**The metal 4 layer**

Supply wires on this layer in grey.
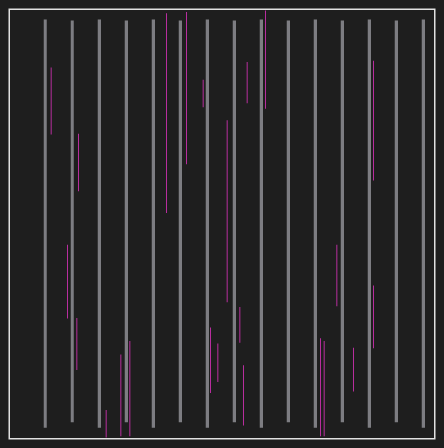
**Clock network drawn from the DEF**

Scale bar: 50 µm.
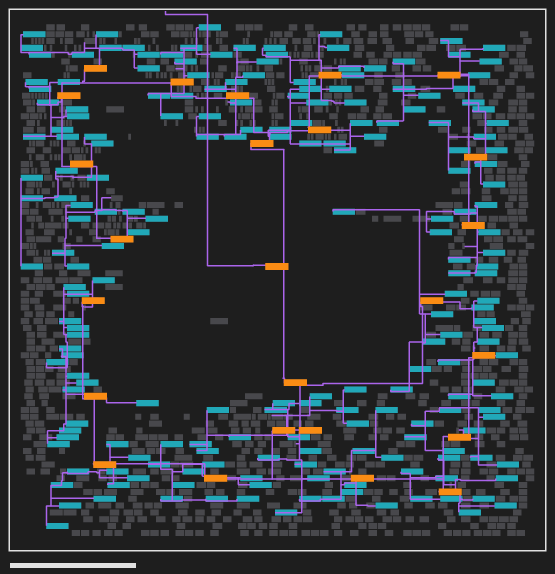
**The clock network**

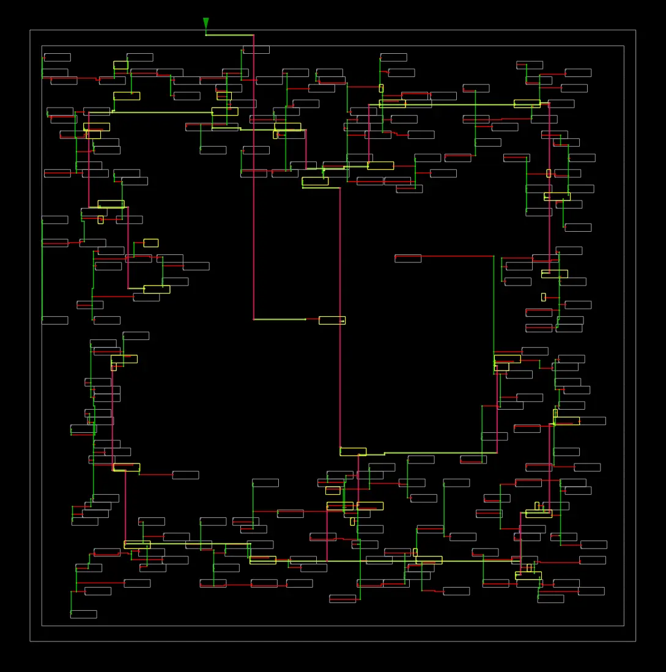
**Cells by drive strength**

Scale bar: 50 µm.
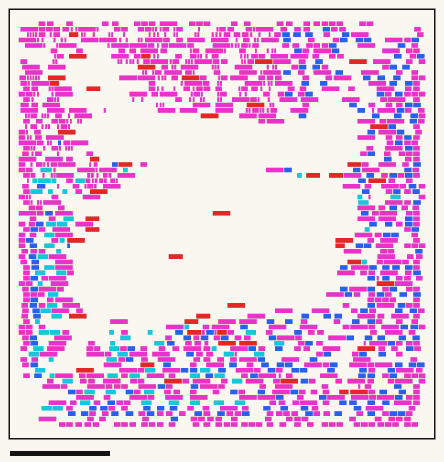
**Where the registers sit**

Other sequential cells in the stronger grey, the rest of the logic in the fainter grey.
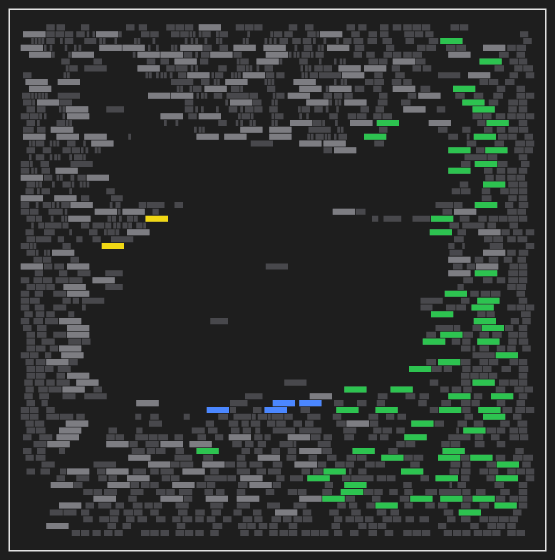
==> config.mk <==
export PLATFORM = sky130hd
export DESIGN_NAME = alu_arbiter
export DESIGN_NICKNAME = d
export VERILOG_FILES = /design/src/rtl/alu_pkg.sv /design/src/rtl/alu_arbiter_rr_arb2.sv /design/src/rtl/alu_arbiter.sv
export SDC_FILE = /design/constraint.sdc
export NUM_CORES = 1
export LEC_CHECK = 0
export CAP_MARGIN = 10
export CORE_AREA = 4 4 209 211
export DETAILED_ROUTE_END_ITERATION = 6
export DIE_AREA = 0 0 213 215
export PLACE_DENSITY = 0.58
export SYNTH_ARGS = -nofsm -noshare
export SYNTH_HDL_FRONTEND = slang
export SYNTH_HIERARCHICAL = 1
export SYNTH_SLANG_ARGS = --single-unit
==> constraint.sdc <==
create_clock -name clk -period 2.7 [get_ports clk]
set_input_delay 0.54 -clock clk [delete_from_list [all_inputs] [get_ports clk]]
set_output_delay 0.54 -clock clk [all_outputs]
set_load 0.005 [all_outputs]
==> flow_metrics.py <==
# Generated from Yosys and OpenROAD reports
metrics = {
    "final_timing": {
        "final_max_slew_viol_count": 0,
        "max_freq_ghz": 0.3891,
        "setup_viol": 0,
        "relSlewSlack": 0.4300,
        "layout_min_cycle_time_ns": 2.570,
        "hold_violations": 0,
    },
    "route": {
        "route.detailed.drc": 0,
        "wl_per_cell_um": 18.30,
        "drt_iter0_drc": 259,
        "top_layer": "met4",
    },
    "synth": {
        "adder_share": 0,
        "syn_inst": 741,
        "yosys_warnings": 6,
        "syn_nets": 1076,
        "ys_sh_simple": 0.08985,
        "yosys-stat-area_mm2": 0.009442,
        "synth_flops": 204,
        "synth.area.mux_share": 0.3361,
        "synth-edff-count": 0,
        "ys_sh_aoi": 0.006891,
    },
    "power_and_ir_drop": {
        "p_leak_uw": 0.006948,
        "power_leader": "combinational logic",
        "power_uw": 15390,
        "power.density_mw_per_mm2": 935.8,
    },
    "die": {
        "rows": 75,
        "dieArea_mm2": 0.04580,
        "die_w_um": 213,
        "ios": 537,
        "taps": 539,
    },
    "place": {
        "numPortBuffers": 536,
    },
    "global_route": {
        "overflow": 0,
        "grt_pass1_wl_um": 49600,
        "grt_max_degree": 121,
        "busiest_layer": "met2",
        "globalRouteMet3Util": 0.03733,
        "grtUsageMet1": 0.1603,
    },
    "worst_setup_path": {
        "critPathArrivalTime_ns": 2.03,
        "endpoint_kind": "primary output",
        "cp_top_family": "buffers and inverters",
        "crit_slowest_cell": "clkdlybuf4s50_1",
    },
    "clock_network": {
        "cts_resized": 0,
        "tritoncts": "built",
        "numCtsBuffers": 25,
        "post-cts-setup-buffer-count": 0,
    },
    "final_layout": {
        "nets": 1627,
        "final_cells": 1846,
        "drive_gt1_frac": 0.2578,
        "buffer_area_frac": 0.3521,
        "n_fill_cell": 4079,
    },
    "outcome": {
        "status": "finished clean",
    },
}
Back to the opening pictures, 'the metal 4 layer':
nets with wire on the layer: 13
main direction: vertical
share of all routed wire: 2.7%
longest straight run: 100 µm
wire length on this layer: 916 µm
WL final: 33780 µm
routed vias: 7632

Back to the opening pictures, 'clock network drawn from the DEF':
[clock wires] purple | length: 3250 µm
[flip-flops] cyan | count: 204
[clock-net drivers] orange | count: 25
flops lie: all over the die
routed clock nets: 26
clock share of power: 0.203
Latency at later pin: 0.52 ns
Clk power: 3130 µW

Back to the opening pictures, 'the clock network':
clk_skew: 0.008966 ns
clock buf count: 40

Back to the opening pictures, 'cells by drive strength':
[x2] blue | cells: 220 | share: 17% | most used: mux2_2
[x3 and x4] cyan | cells: 72 | share: 5.5% | most used: mux2_4
[x6 and larger] red | cells: 45 | share: 3.4% | most used: clkbuf_16
[x1 and smaller] magenta | cells: 970 | share: 74% | most used: clkdlybuf4s50_1
Non-Clock Buffer Count: 570
Area Overhead vs Synth: 74.20%
setup ws final: 0.1300 ns

Back to the opening pictures, 'where the registers sit':
[alu_b] green | sequential cells: 64
[rsp_valid] yellow | sequential cells: 2
[alu_ctrl] blue | sequential cells: 4 | where: bottom centre
not coloured: 134
sequential share of cell area: 0.3104
Seq. pwr: 5430 µW
Finished Core Util: 0.3939
sequential cell area: 0.005105 mm²

Power is estimated from default activity; no workload was simulated.
